`src/rtl/dcs_supplier.sv`:
```
// Restock supplier: accepts an order, spends qty*COOK_CYC cycles preparing it, then waits for pickup.
// Optional SUPPLIER_STATS_EN builds saturating per-product delivery counters.
module dcs_supplier #(
    parameter int COOK_CYC = 2,
    parameter int MAX_NUM  = 50
) (
    input  logic        clk,
    input  logic        rst_n,
    input  logic        valid_in,
    input  logic        product_in,
    input  logic [5:0]  number_in,
    output logic        ready_out,
    output logic        busy,
    output logic [15:0] served_p1,
    output logic [15:0] served_p0
);

    typedef enum logic [1:0] {IDLE, PREP, READY} state_t;

    localparam logic [5:0] MAX_Q  = 6'(MAX_NUM);
    localparam logic [9:0] COOK_Q = 10'(COOK_CYC);

    state_t     state_q, state_d;
    logic [9:0] cnt_q, cnt_d;
    logic       prod_q, prod_d;
    logic [5:0] qty_q, qty_d;
    logic [5:0] qty_clamp;
    logic       deliver;

    assign qty_clamp = (number_in > MAX_Q) ? MAX_Q : number_in;

    always_comb begin
        state_d = state_q;
        cnt_d   = cnt_q;
        prod_d  = prod_q;
        qty_d   = qty_q;
        deliver = 1'b0;
        case (state_q)
            IDLE: begin
                if (valid_in) begin
                    prod_d = product_in;
                    qty_d  = qty_clamp;
                    if (qty_clamp == 6'd0) begin
                        state_d = READY;
                        cnt_d   = 10'd0;
                    end else begin
                        state_d = PREP;
                        cnt_d   = {4'd0, qty_clamp} * COOK_Q - 10'd1;
                    end
                end
            end
            PREP: begin
                // Withdrawal wins over completion.
                if (!valid_in) begin
                    state_d = IDLE;
                    cnt_d   = 10'd0;
                end else if (cnt_q == 10'd0) begin
                    state_d = READY;
                end else begin
                    cnt_d = cnt_q - 10'd1;
                end
            end
            READY: begin
                // ready_out is high here, so valid_in alone decides handshake vs withdrawal.
                state_d = IDLE;
                deliver = valid_in;
            end
            default: state_d = IDLE;
        endcase
    end

    always_ff @(posedge clk or negedge rst_n) begin
        if (!rst_n) begin
            state_q <= IDLE;
            cnt_q   <= 10'd0;
            prod_q  <= 1'b0;
            qty_q   <= 6'd0;
        end else begin
            state_q <= state_d;
            cnt_q   <= cnt_d;
            prod_q  <= prod_d;
            qty_q   <= qty_d;
        end
    end

    assign ready_out = (state_q == READY);
    assign busy      = (state_q != IDLE);

`ifdef SUPPLIER_STATS_EN
    logic [15:0] p1_q, p0_q;
    logic [16:0] sum1, sum0;

    assign sum1 = {1'b0, p1_q} + {11'd0, qty_q};
    assign sum0 = {1'b0, p0_q} + {11'd0, qty_q};

    always_ff @(posedge clk or negedge rst_n) begin
        if (!rst_n) begin
            p1_q <= 16'd0;
            p0_q <= 16'd0;
        end else if (deliver) begin
            if (prod_q) p1_q <= sum1[16] ? 16'hFFFF : sum1[15:0];
            else        p0_q <= sum0[16] ? 16'hFFFF : sum0[15:0];
        end
    end

    assign served_p1 = p1_q;
    assign served_p0 = p0_q;
`else
    logic unused_stats;
    assign unused_stats = ^{deliver, prod_q, qty_q};
    assign served_p1    = 16'd0;
    assign served_p0    = 16'd0;
`endif

endmodule

```
`config.mk`:
```
export PLATFORM = sky130hd
export DESIGN_NAME = dcs_supplier
export DESIGN_NICKNAME = d
export VERILOG_FILES = /design/src/rtl/dcs_supplier.sv
export SDC_FILE = /design/constraint.sdc
export NUM_CORES = 1
export LEC_CHECK = 0
export CORE_AREA = 2 2 59 61
export DETAILED_ROUTE_END_ITERATION = 12
export DIE_AREA = 0 0 61 63
export GPL_TIMING_DRIVEN = 0
export PLACE_DENSITY_LB_ADDON = 0.25
export SLEW_MARGIN = 20
export SYNTH_ARGS = -nofsm -noshare
export SYNTH_HDL_FRONTEND = slang
export SYNTH_SLANG_ARGS = --single-unit
export TNS_END_PERCENT = 5
```
`constraint.sdc`:
```
create_clock -name clk -period 1.7 [get_ports clk]
set_input_delay 0.255 -clock clk [delete_from_list [all_inputs] [get_ports clk]]
set_output_delay 0.255 -clock clk [all_outputs]
set_load 0.01 [all_outputs]
```
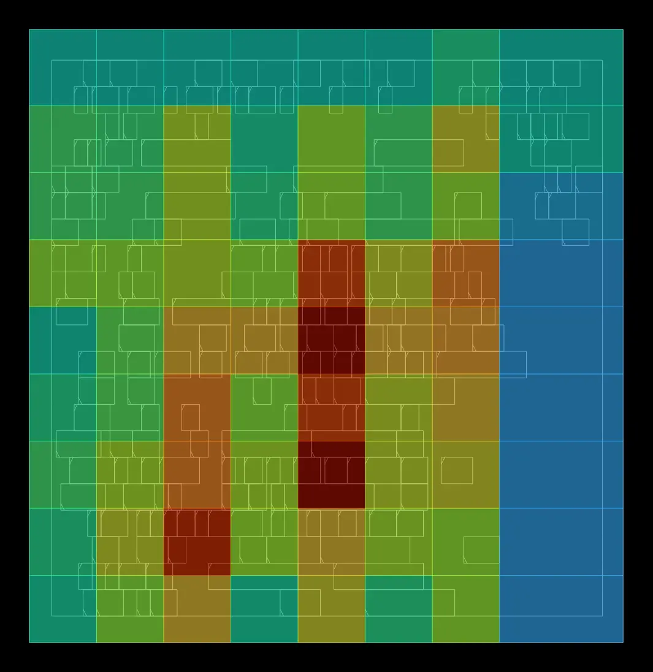
(run_1/final_congestion.png)
met1 GRT Util: 18.85%
DR WL/cell: 10.97 µm
Util after Layout: 50.79%
met2 Usage GRT: 26.21%

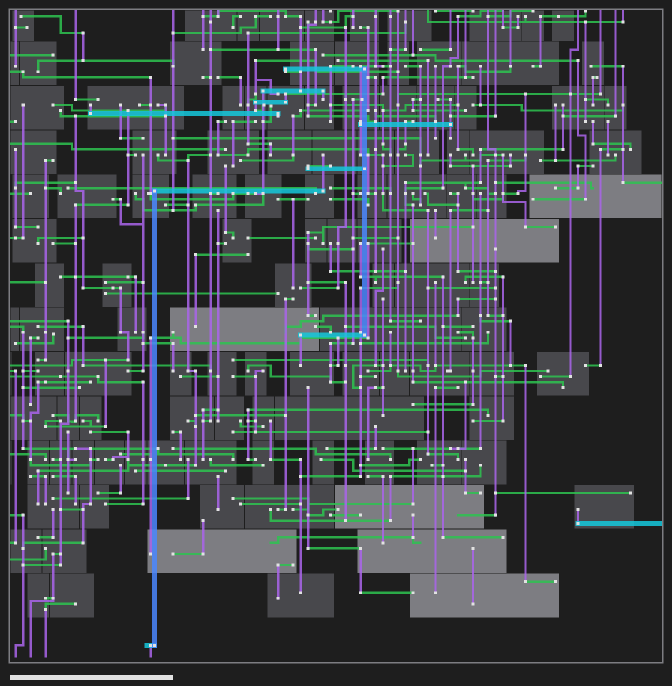
(run_1/zoom.png)
The bar under the picture is 10 µm long. Window x 10 to 50, y 0 to 40 µm. Cells in gray, sequential cells in the stronger gray; small squares are vias.
[cyan] met3
[purple] met2
[blue] met4
[green] met1
cells with their middle in the window: 113
netlist names of flops here include: `cnt_q` (7)
sequential cells in the window: 7
most frequent: nor2_1 (10), nand2_1 (8), buf_4 (8)

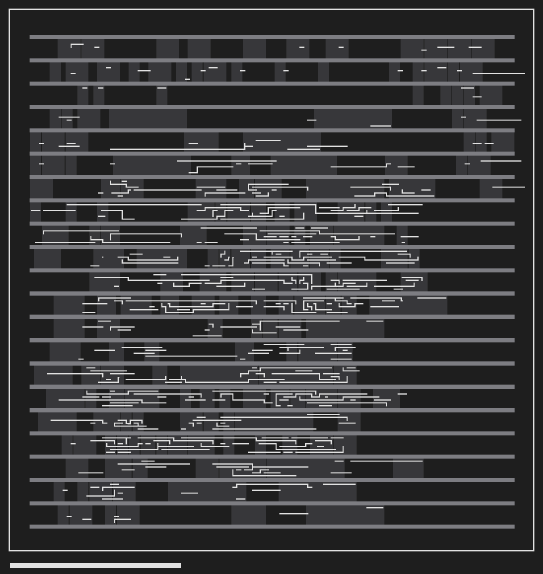
(run_1/met1.png)
The bar under the picture is 20 µm long. Supply wires on this layer in gray. Cells faint in the background.
main direction: horizontal
nets with wire on the layer: 177
share of all routed wire: 43%
DRT Wirelength: 2.709 mm
total vias in the final route: 1145

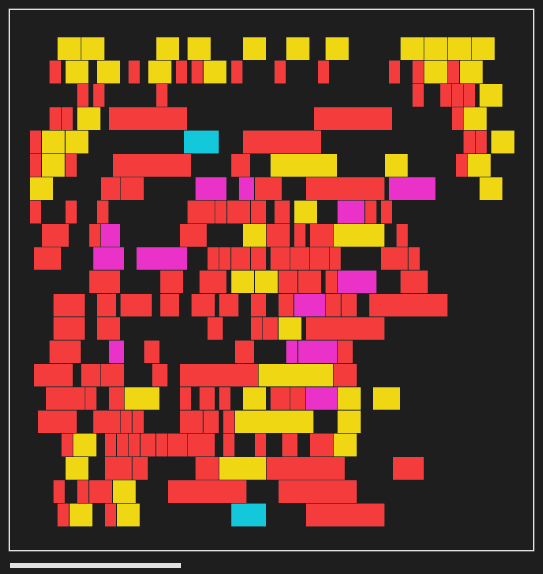
(run_1/drive_strength.png)
The bar under the picture is 20 µm long.
[cyan] drive 6 and up | cells: 2 | share: 1.0% | most used: buf_6
[red] drive 1 or less | cells: 137 | share: 68% | most used: conb_1
[magenta] drive 2 | cells: 13 | share: 6.5%
[yellow] drive 3 to 4 | cells: 49 | share: 24% | most used: buf_4
Plain + repair buffers: 55
Area growth syn-to-layout: 29.52%
Layout Cell Area excl Fill: 1642 µm²
setup ws final: -5.519 ps

==> deck_impl_summary.md, run 1 <==
Synthesis and Place & Route Summary

Power
  – Leakage: 0.8267 nW
  – Max power group: combinational cells
  – Switching portion of total power: 40.32%
  – Sw Pwr: between 0.4 and 0.5 mW
  – Comb pwr: slightly above 0.6 mW
  – VDD IR-drop max: 233.0 µV
  – Internal power: 0.7268 mW

Drt
  – Initial detailed-routing violation count: 27
  – Iteration tally of the first detailed-router pass: 6
  – DRC viols: 0
  – Post-DRT Antenna Nets: 0
  – DR vias/cell: 4.636

CTS
  – Post-CTS Hold Fix Bufs: 0
  – TritonCTS Buffers: 3
  – Clk root buf: clkbuf_4
  – Clk sink count: 12
  – H-Tree Level Count: 1

STA
  – Final Max Tran Viols: 0
  – Tcrit/Tclk final: 100.3%
  – Setup_tns: -5.519 ps
  – Setup ws final: -5.519 ps
  – Unrepaired setup endpoints after global routing: true
  – Count of final setup violators: 1

Min path
  – Hold WC Path Type: in2async

Synth
  – Ys cells: 153
  – Post-synth cell types: ~53
  – Top cell type by total area after synthesis: dfrtp_1
  – Yosys top cell area share: 23.69%
  – Post-synth seq share: 23.69%
  – Top cells by area: dfrtp_1, buf_4, nor2_1, o21ai_0, nand2_1
  – Ys flops: 12
  – Synth top cell by count: buf_4
  – Top cells by count: buf_4, dfrtp_1, nor2_1
  – YS chip area: 1267 µm²
  – Commonest flop: dfrtp_1
  – FFs w/ async S/R, synth: 100.0%

Critical path
  – CP Buf/Inv Count: 1
  – CP max stage cell: or4_1
  – Crit-path max cell delay: 570 ps
  – Worst path cell trace: buf_6, or4_1, nor4_2, a311oi_1, a31o_1
  – Startpoint Class: flop
  – Type of the worst setup path: reg2reg
  – CP delay by family, top: simple AND/OR/NAND/NOR gates
  – CP Capture Type: flop
  – WP data required: 1880 ps

Run status
  – Failing checks: negative setup slack
  – Status: finished with violations

Layout
  – Logic Gate Count: ~130
  – Post-route insts no fill: around 250
  – Sequential cell area share: 18.29%
  – Tally of filler cells in the layout: 349
  – Non-Clock Buffer Area Fraction: 26.30%
  – Top cell excl fill/tap: buf_4
  – Top Layout Cells: buf_4, conb_1, dfrtp_1
  – Share of layout cells above drive strength 1: 31.84%
  – Clock network area share: 1.372%
  – Combinational share of cell area: 49.39%

GRT
  – Gr usage total: 15.23%
  – Pin count of the biggest net entering global routing: 13

Die
  – FP Core Util: approximately 39%
  – Die area: 3843 µm²

Flow run
  – Total of max-cap violations: 0

Placed design
  – Port bufs: 9
==> run 1: per-stage QoR <==
stage / utilization, % / setup slack (ps) / instance area, µm² / hold WS, ps
3_5_place_dp: 47.46 / -377.9 / 1534 / 524.0
5_1_grt: 50.79 / -82.54 / 1642 / 378.1
6_report: 50.79 / -5.519 / 1642 / 338.3
3_3_place_gp: 47.46 / -373.3 / 1534 / 528.3
2_1_floorplan: - / -79.16 / 1386 / -40.59
4_1_cts: 49.48 / -79.57 / 1599 / 358.0
==> run 1: kinds of logic after synthesis <==
group,count (synthesis),synth area share [%]
AND-OR/OR-AND,36,20.83
AND/OR/NAND/NOR,53,26.46
XOR/XNOR,1,0.6911
adder cells (fa/ha/maj),1,0.9870
other,1,0.2959
flip-flops,12,23.69
buffers and inverters,46,24.28
multiplexers,3,2.764
==> run 1: worst paths after layout <==
kind / from / end / slack [ps] / cells past startpoint
hold reg to reg: cnt_q[9] / cnt_q[9] / 550 / 1
min in group clk: valid_in / state_q[0] / 390 / 2
setup / recovery: cnt_q[2] / cnt_q[7] / -6 / 5
max in group asynchronous: rst_n / cnt_q[4] / 980 / 1
hold / removal: rst_n / cnt_q[7] / 340 / 1
setup reg to reg: cnt_q[2] / cnt_q[7] / -6 / 5
==> run 1: layer usage <==
| layer | part of all wire (%) | vias up |
|---|---|---|
| met5 | 0 | - |
| met3 | 4.8 | 5 |
| met4 | 1.6 | 0 |
| li1 | - | 582 |
| met1 | 43 | 523 |
| met2 | 50 | 35 |
==> run 1: state kept, by name (all words and copies together), names as in the netlist <==
register  cells
state_q       2
cnt_q        10
==> run 1: repair_timing <==
action,in CTS,in global routing
buffers inserted,4,3
gates resized,9,10
pin swaps,3,4
endpoints found under the setup margin,11,11
--- run 2 (diff from run 1) ---
Settings changed: CTS_CLUSTER_DIAMETER from default to 60.
==> deck_impl_summary.md, run 2 <==
Synthesis and Place & Route Summary

Synth
  – Top cells by area: dfrtp_1, buf_4, nor2_1, o21ai_0, nand2_1
  – YS chip area: between 1000 and 1500 µm²
  – Top cell type by total area after synthesis: dfrtp_1
  – Syn Std Cell Area: approximately 1300 µm²
  – Post-synth seq share: 23.69%
  – Ys cells: 153
  – Ys flops: 12
  – Yosys top cell area share: 23.69%
  – Number of flops mapped to enable cells by yosys: 0
  – Post-synth cell types: 53
  – Ys Warns: 0
  – Cells after synthesis: 153
  – Commonest flop: dfrtp_1
  – Top cells by count: buf_4, dfrtp_1, nor2_1
  – Synth top cell by count: buf_4
  – Post-Syn Area per Cell: between 8 and 9 µm²
  – FFs w/ async S/R, synth: 100.0%

Critical path
  – WP data required: 1880 ps
  – Reg2reg path depth: 5
  – Worst path cell trace: buf_6, or4_1, nor4_2, a311oi_1, a31o_1
  – Crit path max fanout: 8
  – Crit-path max cell delay: roughly 570 ps
  – CP Depth: 5
  – Startpoint Class: flop
  – CP Buf/Inv Count: 1
  – Type of the worst setup path: reg2reg
  – CP delay by family, top: simple AND/OR/NAND/NOR gates
  – CP Capture Type: flop
  – CP max stage cell: or4_1
  – Crit path DAT: about 1900 ps

GRT
  – Global-route wire length before repair: 4.533 mm
  – Vias in the first global route: around 1100
  – Global route total overflow: 0
  – Initial antenna violation count: 0
  – Gr usage total: between 10% and 20%
  – Pin count of the biggest net entering global routing: 13

STA
  – Layout Skew: about 5.3 ps
  – Fmax: 586.3 MHz
  – Unrepaired setup endpoints after global routing: true
  – Slew @ Worst Pin: between 500 and 600 ps
  – Slew margin rel.: around three fifths
  – Fin crit period: approximately 1700 ps
  – Final hold slack: 338.3 ps
  – Count of final setup violators: 1
  – Hold Vio Cnt, Final: 0
  – Tcrit/Tclk final: 100.3%
  – Setup ws final: -5.519 ps
  – Final Max Tran Viols: 0
  – Setup_tns: -5.519 ps

Min path
  – Hold WC Path Type: in2async

Power
  – Sw Pwr: 0.4910 mW
  – Leakage: 0.8267 nW
  – VDD IR-drop max: 233.0 µV
  – Clock power share: 15.3%
  – Pwr Total: 1.218 mW
  – Power Density: 741.8 nW/µm²
  – Switching portion of total power: between 40 and 50%
  – Proportion of power drawn by combinational gates: between 40% and 50%
  – Seq pwr share: 34.8%
  – Internal power: slightly above 0.7 mW

Layout
  – Register name with the most flops: cnt_q
  – Top cell excl fill/tap: buf_4
  – Flop area: 300.3 µm²
  – Max reg flops: 10
  – Share of layout cells above drive strength 1: a little under a third
  – Nets: 214
  – Logic area: slightly above 800 µm²
  – Area growth syn-to-layout: 29.52%
  – Largest registers: cnt_q: 10 flops, state_q: 2 flops
  – ANT cells: 0
  – Top Layout Cells: buf_4, conb_1, dfrtp_1
  – Tally of filler cells in the layout: 349

Run status
  – Status: finished with violations
  – Failing checks: negative setup slack

Flow run
  – Total of max-cap violations: 0
  – Tool Warnings: 30

Die
  – FP Core Util: between 30% and 40%
  – Site Rows: 21
  – Die height: 63 µm
  – Die span in x: just over 60 µm
  – Die area: 3843 µm²
  – # IOs: 44
  – Core area: around 3200 µm²

Drt
  – DRT Wirelength: approximately 2.7 mm
  – Post-DRT Antenna Nets: 0
  – Total vias in the final route: 1145
  – Initial detailed-routing violation count: 27
  – Iteration tally of the first detailed-router pass: 6
  – DRC viols: 0
  – DR WL/cell: 10.97 µm
  – DR vias/cell: roughly 4.6

Placed design
  – HPWL after DPL: 2.039 mm
  – Port bufs: 9
  – Place WS: -377.9 ps
  – Final GP Congestion: 0.8583

CTS
  – H-Tree Level Count: 1
  – Worst-Skew Late Latency: 280 ps
  – TritonCTS Buffers: 3
  – Clk sink count: 12
  – Clk slew on worst S/H paths: roughly 80 ps
  – CTS tree: done
  – Clk root buf: clkbuf_4
  – Bufs on Longest Clock Path: 2
  – Post-CTS Hold Fix Bufs: 0
## run 2: cell families after synthesis
kind of cell | share of synthesized area [%]
fa+ha+maj | 0.9870
simple gates | 26.46
flops | 23.69
mux | 2.764
xor+xnor | 0.6911
buf+inv | 24.28
compound gates | 20.83
other cells | 0.2959
## run 2: cell type report
class	count	area share (%)
Multi-Input combinational cell	126	49.39
Sequential cell	12	18.29
Buffer	39	17.30
Timing Repair Buffer	16	8.994
Tap cell	46	3.506
Clock buffer	3	1.372
Inverter	5	1.143
## run 2: power groups by stage
stage               registers, mW  logic, mW  clock network [mW]
global route                0.433      0.671               0.199
CTS                         0.424      0.574               0.181
detailed placement          0.433      0.531                   0
finish                      0.424      0.607               0.186
global placement            0.431      0.525                   0
floorplan                   0.414      0.434                   0
## run 2: per-stage QoR
step / cell area, µm² / utilization [%] / std cells
after floorplan: 1386 / - / 184
after global placement: 1534 / 47.46 / 239
after detailed placement: 1534 / 47.46 / 239
after CTS: 1599 / 49.48 / 245
after global routing: 1642 / 50.79 / 247
final: 1642 / 50.79 / 247
## run 2: worst paths after layout
kind	start	end	slack, ps
hold reg to reg	cnt_q[9]	cnt_q[9]	550
setup / recovery	cnt_q[2]	cnt_q[7]	-6
max in group asynchronous	rst_n	cnt_q[4]	980
min in group clk	valid_in	state_q[0]	390
hold / removal	rst_n	cnt_q[7]	340
setup reg to reg	cnt_q[2]	cnt_q[7]	-6
## run 2: timing repair
item,CTS,global route
pin swaps,3,4
setup buffers,4,3
resized,9,10
setup endpoints to repair,11,11
## run 2: per-layer routing
metal | GRT usage [%] | wire length (µm)
met1 | 18.85 | 1170
met2 | 26.21 | 1363
met3 | 1.656 | 131
met4 | 5.707 | 44
met5 | 0 | 0
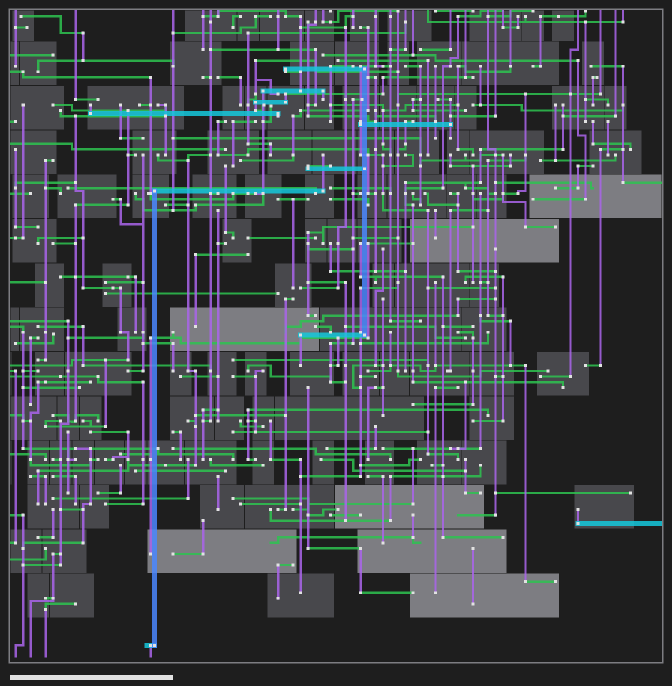
(run_2/zoom.png)
The bar under the picture is 10 µm long. Window x 10 to 50, y 0 to 40 µm. Cells in gray, sequential cells in the stronger gray; small squares are vias.
[purple] met2
[cyan] met3
[green] met1
[blue] met4
cells with their middle in the window: 113
sequential cells in the window: 7
most frequent: nor2_1 (10), nand2_1 (8), buf_4 (8)
netlist names of flops here include: `cnt_q` (7)

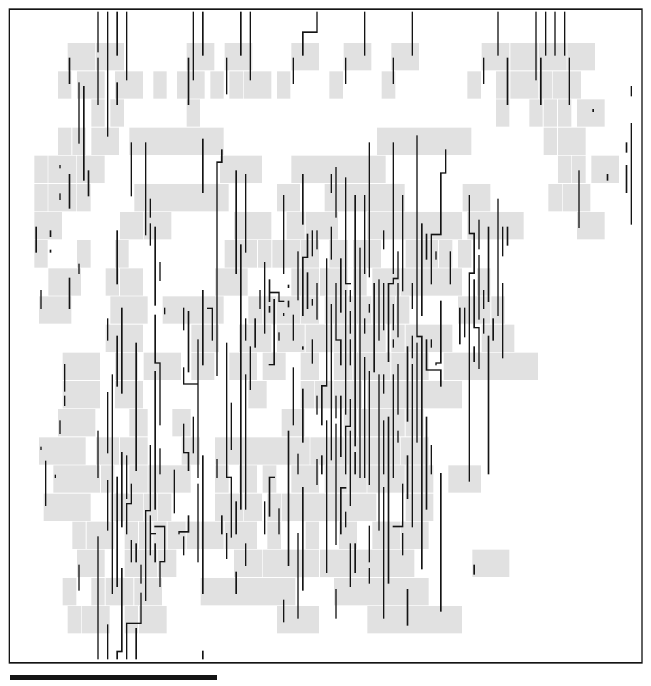
(run_2/met2.png)
The bar under the picture is 20 µm long. Cells faint in the background.
longest straight run: 25.5 µm
main direction: vertical
nets with wire on the layer: 168
share of all routed wire: 50%
wire length on this layer: 1360 µm

Power figures rest on the tool's default switching activity, not on a simulated workload.
